## config.mk

```make
export PLATFORM = sky130hd
export DESIGN_NAME = packet_filter_cfg_master
export DESIGN_NICKNAME = d
export VERILOG_FILES = /design/src/rtl/packet_filter_cfg_pkg.sv /design/src/rtl/packet_filter_cfg_master_axil_single_xact.sv /design/src/rtl/packet_filter_cfg_master.sv
export SDC_FILE = /design/constraint.sdc
export NUM_CORES = 1
export LEC_CHECK = 0
export ABC_AREA = 1
export CAP_MARGIN = 20
export CORE_UTILIZATION = 28
export CTS_CLUSTER_SIZE = 25
export DETAILED_ROUTE_END_ITERATION = 12
export PLACE_DENSITY_LB_ADDON = 0.2
export SLEW_MARGIN = 20
export SYNTH_ARGS = -nofsm -noshare
export SYNTH_HDL_FRONTEND = slang
export SYNTH_SLANG_ARGS = --single-unit
```

## constraint.sdc

```tcl
create_clock -name axi_aclk -period 3.9 [get_ports axi_aclk]
set_input_delay 0.585 -clock axi_aclk [delete_from_list [all_inputs] [get_ports axi_aclk]]
set_output_delay 0.585 -clock axi_aclk [all_outputs]
set_load 0.02 [all_outputs]
```

## src/rtl/packet_filter_cfg_pkg.sv

```systemverilog
// Shared register map, FSM encoding and AXI response constants for the
// packet filter configuration master.
package packet_filter_cfg_pkg;

    localparam logic [31:0] STATUS_OFFSET    = 32'h0000_0000;
    localparam logic [31:0] CONTROL_OFFSET   = 32'h0000_0004;
    localparam logic [31:0] INST_LOW_OFFSET  = 32'h0000_0008;
    localparam logic [31:0] INST_HIGH_OFFSET = 32'h0000_000C;

    localparam int unsigned STATUS_CNT_W  = 16;
    localparam logic [31:0] CONTROL_START = 32'h0000_0001;
    localparam logic [1:0]  RESP_OKAY     = 2'b00;

    typedef enum logic [2:0] {
        ST_IDLE,
        ST_WR_LOW,
        ST_WR_HIGH,
        ST_WR_START,
        ST_RD_STATUS
    } state_e;

    function automatic logic resp_is_err(input logic [1:0] resp);
        return resp != RESP_OKAY;
    endfunction

endpackage

```

## src/rtl/packet_filter_cfg_master_axil_single_xact.sv

```systemverilog
// Runs a single AXI4-Lite write or read per go pulse; AW and W complete
// independently, the response is accepted once every address/data beat is done.
module axil_single_xact
    import packet_filter_cfg_pkg::*;
#(
    parameter int unsigned ADDR_WIDTH = 32
) (
    input  logic                  clk_i,
    input  logic                  rst_ni,
    input  logic                  go_i,
    input  logic                  wr_i,
    input  logic [ADDR_WIDTH-1:0] addr_i,
    input  logic [31:0]           wdata_i,
    output logic                  done_o,
    output logic [1:0]            resp_o,
    output logic [31:0]           rdata_o,
    output logic [ADDR_WIDTH-1:0] m_axi_awaddr_o,
    output logic [2:0]            m_axi_awprot_o,
    output logic                  m_axi_awvalid_o,
    input  logic                  m_axi_awready_i,
    output logic [31:0]           m_axi_wdata_o,
    output logic [3:0]            m_axi_wstrb_o,
    output logic                  m_axi_wvalid_o,
    input  logic                  m_axi_wready_i,
    input  logic [1:0]            m_axi_bresp_i,
    input  logic                  m_axi_bvalid_i,
    output logic                  m_axi_bready_o,
    output logic [ADDR_WIDTH-1:0] m_axi_araddr_o,
    output logic [2:0]            m_axi_arprot_o,
    output logic                  m_axi_arvalid_o,
    input  logic                  m_axi_arready_i,
    input  logic [31:0]           m_axi_rdata_i,
    input  logic [1:0]            m_axi_rresp_i,
    input  logic                  m_axi_rvalid_i,
    output logic                  m_axi_rready_o
);

    logic                  act_q, act_d;
    logic                  wr_q, wr_d;
    logic                  aw_q, aw_d;
    logic                  w_q, w_d;
    logic                  ar_q, ar_d;
    logic [ADDR_WIDTH-1:0] addr_q, addr_d;
    logic [31:0]           data_q, data_d;
    logic                  b_hs, r_hs;

    assign m_axi_bready_o = act_q && wr_q && !aw_q && !w_q;
    assign m_axi_rready_o = act_q && !wr_q && !ar_q;
    assign b_hs           = m_axi_bvalid_i && m_axi_bready_o;
    assign r_hs           = m_axi_rvalid_i && m_axi_rready_o;

    assign done_o  = b_hs || r_hs;
    assign resp_o  = wr_q ? m_axi_bresp_i : m_axi_rresp_i;
    assign rdata_o = m_axi_rdata_i;

    assign m_axi_awaddr_o  = addr_q;
    assign m_axi_araddr_o  = addr_q;
    assign m_axi_wdata_o   = data_q;
    assign m_axi_awprot_o  = '0;
    assign m_axi_arprot_o  = '0;
    assign m_axi_wstrb_o   = '1;
    assign m_axi_awvalid_o = aw_q;
    assign m_axi_wvalid_o  = w_q;
    assign m_axi_arvalid_o = ar_q;

    always_comb begin
        act_d  = act_q;
        wr_d   = wr_q;
        aw_d   = aw_q;
        w_d    = w_q;
        ar_d   = ar_q;
        addr_d = addr_q;
        data_d = data_q;
        if (aw_q && m_axi_awready_i) aw_d = 1'b0;
        if (w_q && m_axi_wready_i)   w_d  = 1'b0;
        if (ar_q && m_axi_arready_i) ar_d = 1'b0;
        if (done_o)                  act_d = 1'b0;
        // A new go may coincide with the previous response; it wins.
        if (go_i) begin
            act_d  = 1'b1;
            wr_d   = wr_i;
            aw_d   = wr_i;
            w_d    = wr_i;
            ar_d   = !wr_i;
            addr_d = addr_i;
            data_d = wr_i ? wdata_i : '0;
        end
    end

    always_ff @(posedge clk_i or negedge rst_ni) begin
        if (!rst_ni) begin
            act_q  <= 1'b0;
            wr_q   <= 1'b0;
            aw_q   <= 1'b0;
            w_q    <= 1'b0;
            ar_q   <= 1'b0;
            addr_q <= '0;
            data_q <= '0;
        end else begin
            act_q  <= act_d;
            wr_q   <= wr_d;
            aw_q   <= aw_d;
            w_q    <= w_d;
            ar_q   <= ar_d;
            addr_q <= addr_d;
            data_q <= data_d;
        end
    end

endmodule

```

## src/rtl/packet_filter_cfg_master.sv

```systemverilog
// AXI4-Lite initiator that loads BPF instructions into the packet filter,
// starts it, and polls its dropped-packet counter.
module packet_filter_cfg_master
    import packet_filter_cfg_pkg::*;
#(
    parameter logic [31:0]  BASEADDR   = 32'h0000_0000,
    parameter int unsigned  ADDR_WIDTH = 32
) (
    input  logic                    axi_aclk,
    input  logic                    axi_aresetn,
    input  logic [63:0]             s_inst_tdata,
    input  logic                    s_inst_tvalid,
    output logic                    s_inst_tready,
    input  logic                    s_inst_tlast,
    input  logic                    poll_req,
    input  logic                    err_clr,
    output logic                    busy,
    output logic                    prog_done,
    output logic [STATUS_CNT_W-1:0] dropped_count,
    output logic                    dropped_valid,
    output logic                    err,
    output logic [ADDR_WIDTH-1:0]   m_axi_awaddr,
    output logic [2:0]              m_axi_awprot,
    output logic                    m_axi_awvalid,
    input  logic                    m_axi_awready,
    output logic [31:0]             m_axi_wdata,
    output logic [3:0]              m_axi_wstrb,
    output logic                    m_axi_wvalid,
    input  logic                    m_axi_wready,
    input  logic [1:0]              m_axi_bresp,
    input  logic                    m_axi_bvalid,
    output logic                    m_axi_bready,
    output logic [ADDR_WIDTH-1:0]   m_axi_araddr,
    output logic [2:0]              m_axi_arprot,
    output logic                    m_axi_arvalid,
    input  logic                    m_axi_arready,
    input  logic [31:0]             m_axi_rdata,
    input  logic [1:0]              m_axi_rresp,
    input  logic                    m_axi_rvalid,
    output logic                    m_axi_rready
);

    state_e                  state_q, state_d;
    logic [31:0]             inst_hi_q;
    logic                    tlast_q;
    logic                    poll_q;
    logic                    err_q;
    logic [STATUS_CNT_W-1:0] cnt_q;
    logic                    dvalid_q;
    logic                    init_q;

    logic                    xact_go, xact_wr, xact_done;
    logic [ADDR_WIDTH-1:0]   xact_addr;
    logic [31:0]             xact_off, xact_wdata, xact_rdata;
    logic [1:0]              xact_resp;
    logic                    status_done;
    logic                    unused_status_hi;

    assign status_done      = (state_q == ST_RD_STATUS) && xact_done;
    assign unused_status_hi = ^xact_rdata[31:STATUS_CNT_W];

    always_ff @(posedge axi_aclk or negedge axi_aresetn) begin
        if (!axi_aresetn) state_q <= ST_IDLE;
        else              state_q <= state_d;
    end

    always_comb begin
        state_d = state_q;
        case (state_q)
            ST_IDLE: begin
                if (init_q) begin
                    if (poll_q)             state_d = ST_RD_STATUS;
                    else if (s_inst_tvalid) state_d = ST_WR_LOW;
                end
            end
            ST_WR_LOW:    if (xact_done) state_d = ST_WR_HIGH;
            ST_WR_HIGH:   if (xact_done) state_d = tlast_q ? ST_WR_START : ST_IDLE;
            ST_WR_START:  if (xact_done) state_d = ST_IDLE;
            ST_RD_STATUS: if (xact_done) state_d = ST_IDLE;
            default:      state_d = ST_IDLE;
        endcase
    end

    // Transactions are launched on the transition into a bus state, so the
    // valids appear in the first cycle of that state.
    always_comb begin
        s_inst_tready = init_q && (state_q == ST_IDLE) && !poll_q;
        busy          = state_q != ST_IDLE;
        prog_done     = (state_q == ST_WR_START) && xact_done;
        xact_go       = (state_d != state_q) && (state_d != ST_IDLE);
        xact_wr       = state_d != ST_RD_STATUS;
        xact_off      = '0;
        xact_wdata    = '0;
        case (state_d)
            ST_WR_LOW: begin
                xact_off   = INST_LOW_OFFSET;
                xact_wdata = s_inst_tdata[31:0];
            end
            ST_WR_HIGH: begin
                xact_off   = INST_HIGH_OFFSET;
                xact_wdata = inst_hi_q;
            end
            ST_WR_START: begin
                xact_off   = CONTROL_OFFSET;
                xact_wdata = CONTROL_START;
            end
            ST_RD_STATUS: xact_off = STATUS_OFFSET;
            default: ;
        endcase
        xact_addr = ADDR_WIDTH'(BASEADDR + xact_off);
    end

    always_ff @(posedge axi_aclk or negedge axi_aresetn) begin
        if (!axi_aresetn) begin
            inst_hi_q <= '0;
            tlast_q   <= 1'b0;
            poll_q    <= 1'b0;
            err_q     <= 1'b0;
            cnt_q     <= '0;
            dvalid_q  <= 1'b0;
            init_q    <= 1'b0;
        end else begin
            init_q <= 1'b1;
            if (s_inst_tready && s_inst_tvalid) begin
                inst_hi_q <= s_inst_tdata[63:32];
                tlast_q   <= s_inst_tlast;
            end
            poll_q   <= poll_req || (poll_q && !status_done);
            err_q    <= (err_q && !err_clr) || (xact_done && resp_is_err(xact_resp));
            dvalid_q <= status_done;
            if (status_done) cnt_q <= xact_rdata[STATUS_CNT_W-1:0];
        end
    end

    assign err           = err_q;
    assign dropped_count = cnt_q;
    assign dropped_valid = dvalid_q;

    axil_single_xact #(
        .ADDR_WIDTH (ADDR_WIDTH)
    ) u_xact (
        .clk_i           (axi_aclk),
        .rst_ni          (axi_aresetn),
        .go_i            (xact_go),
        .wr_i            (xact_wr),
        .addr_i          (xact_addr),
        .wdata_i         (xact_wdata),
        .done_o          (xact_done),
        .resp_o          (xact_resp),
        .rdata_o         (xact_rdata),
        .m_axi_awaddr_o  (m_axi_awaddr),
        .m_axi_awprot_o  (m_axi_awprot),
        .m_axi_awvalid_o (m_axi_awvalid),
        .m_axi_awready_i (m_axi_awready),
        .m_axi_wdata_o   (m_axi_wdata),
        .m_axi_wstrb_o   (m_axi_wstrb),
        .m_axi_wvalid_o  (m_axi_wvalid),
        .m_axi_wready_i  (m_axi_wready),
        .m_axi_bresp_i   (m_axi_bresp),
        .m_axi_bvalid_i  (m_axi_bvalid),
        .m_axi_bready_o  (m_axi_bready),
        .m_axi_araddr_o  (m_axi_araddr),
        .m_axi_arprot_o  (m_axi_arprot),
        .m_axi_arvalid_o (m_axi_arvalid),
        .m_axi_arready_i (m_axi_arready),
        .m_axi_rdata_i   (m_axi_rdata),
        .m_axi_rresp_i   (m_axi_rresp),
        .m_axi_rvalid_i  (m_axi_rvalid),
        .m_axi_rready_o  (m_axi_rready)
    );

endmodule

```

==> impl_metrics.yaml <==
# synthesis and place-and-route metrics
run_status:
  status: "completed"
power_and_ir_drop:
  clkPwrFrac: 0.195
  powerDensity_nw_per_um2: 793
  swShare: 0.441
  leakage_nw: 3.48
route:
  vias_per_cell: 4.31
  highest_layer: "met4"
  drt_first_iter_violations: 185
  routedWlPerCell_um: 13.7
finish:
  layout.nets: 876
  comb_share: 0.299
  clock_buffer_count: 10
  finalCoreUtilization: 0.398
  ff_count: 95
  largest_cell_class: "flip-flops and latches"
  lay_top_cells: "nand2_1 (300), clkdlybuf4s50_1 (155), dfrtp_1 (95)"
  diodes: 0
  regArea_sq_um: 2380
setup_path:
  worstSetupStartpoint: "state_q[0]"
  rr_startpoint: "state_q[0]"
  cp_top_family: "simple AND/OR/NAND/NOR gates"
  cp_num_buf_inv: 1
synthesis:
  xor_area_frac: 0
  synthMuxAreaShare: 0
  ys.flops: 95
  netlist_area_sq_um: 4860
  synth_async_sr_flop_share: 1.00
  ys_sh_simple: 0.339
  synth_area_per_cell_sq_um: 7.83
floorplanning:
  row_count: 47
  initial_core_util: 0.290
  die_height_um: 134
global_route:
  grtUsageMet3: 0.0246
  grt.total_usage: 0.155
  grt_util_met1: 0.197
  grt_pass1_wl_um: 21600
  grt_pass1_vias: 4223
  grt.busiest_layer: "met2"
sta:
  rsz0062_at_grt: "false"
  period_needed_ns: 2.93
  fmax_mhz: 341
job:
  max-cap-violations: 0
  warnings: 42
clock_tree:
  cts-root-buf: "clkbuf_16"
  cts_resized: 0
  clockBufferDepth: 2
worst_hold_path:
  hold_path_class: "input pin to asynchronous set/reset pin"
place:
  pre_cts_ws_ns: 0.577
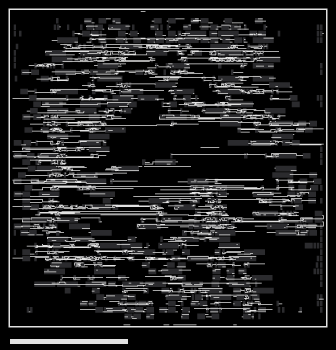
**Above:** the metal 1 layer.
The bar under the picture is 50 um long.
wire length on this layer = 5820 um
longest straight run = 58.0 um
share of all routed wire = 43%

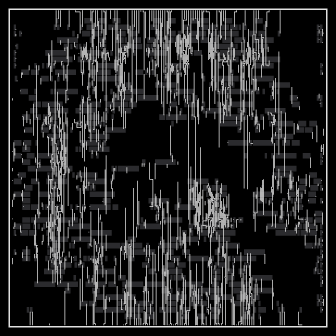
**Above:** M2 wires.
wire length on this layer = 6650 um
share of all routed wire = 49%
main direction = vertical
nets with wire on the layer = 667
longest straight run = 48.6 um

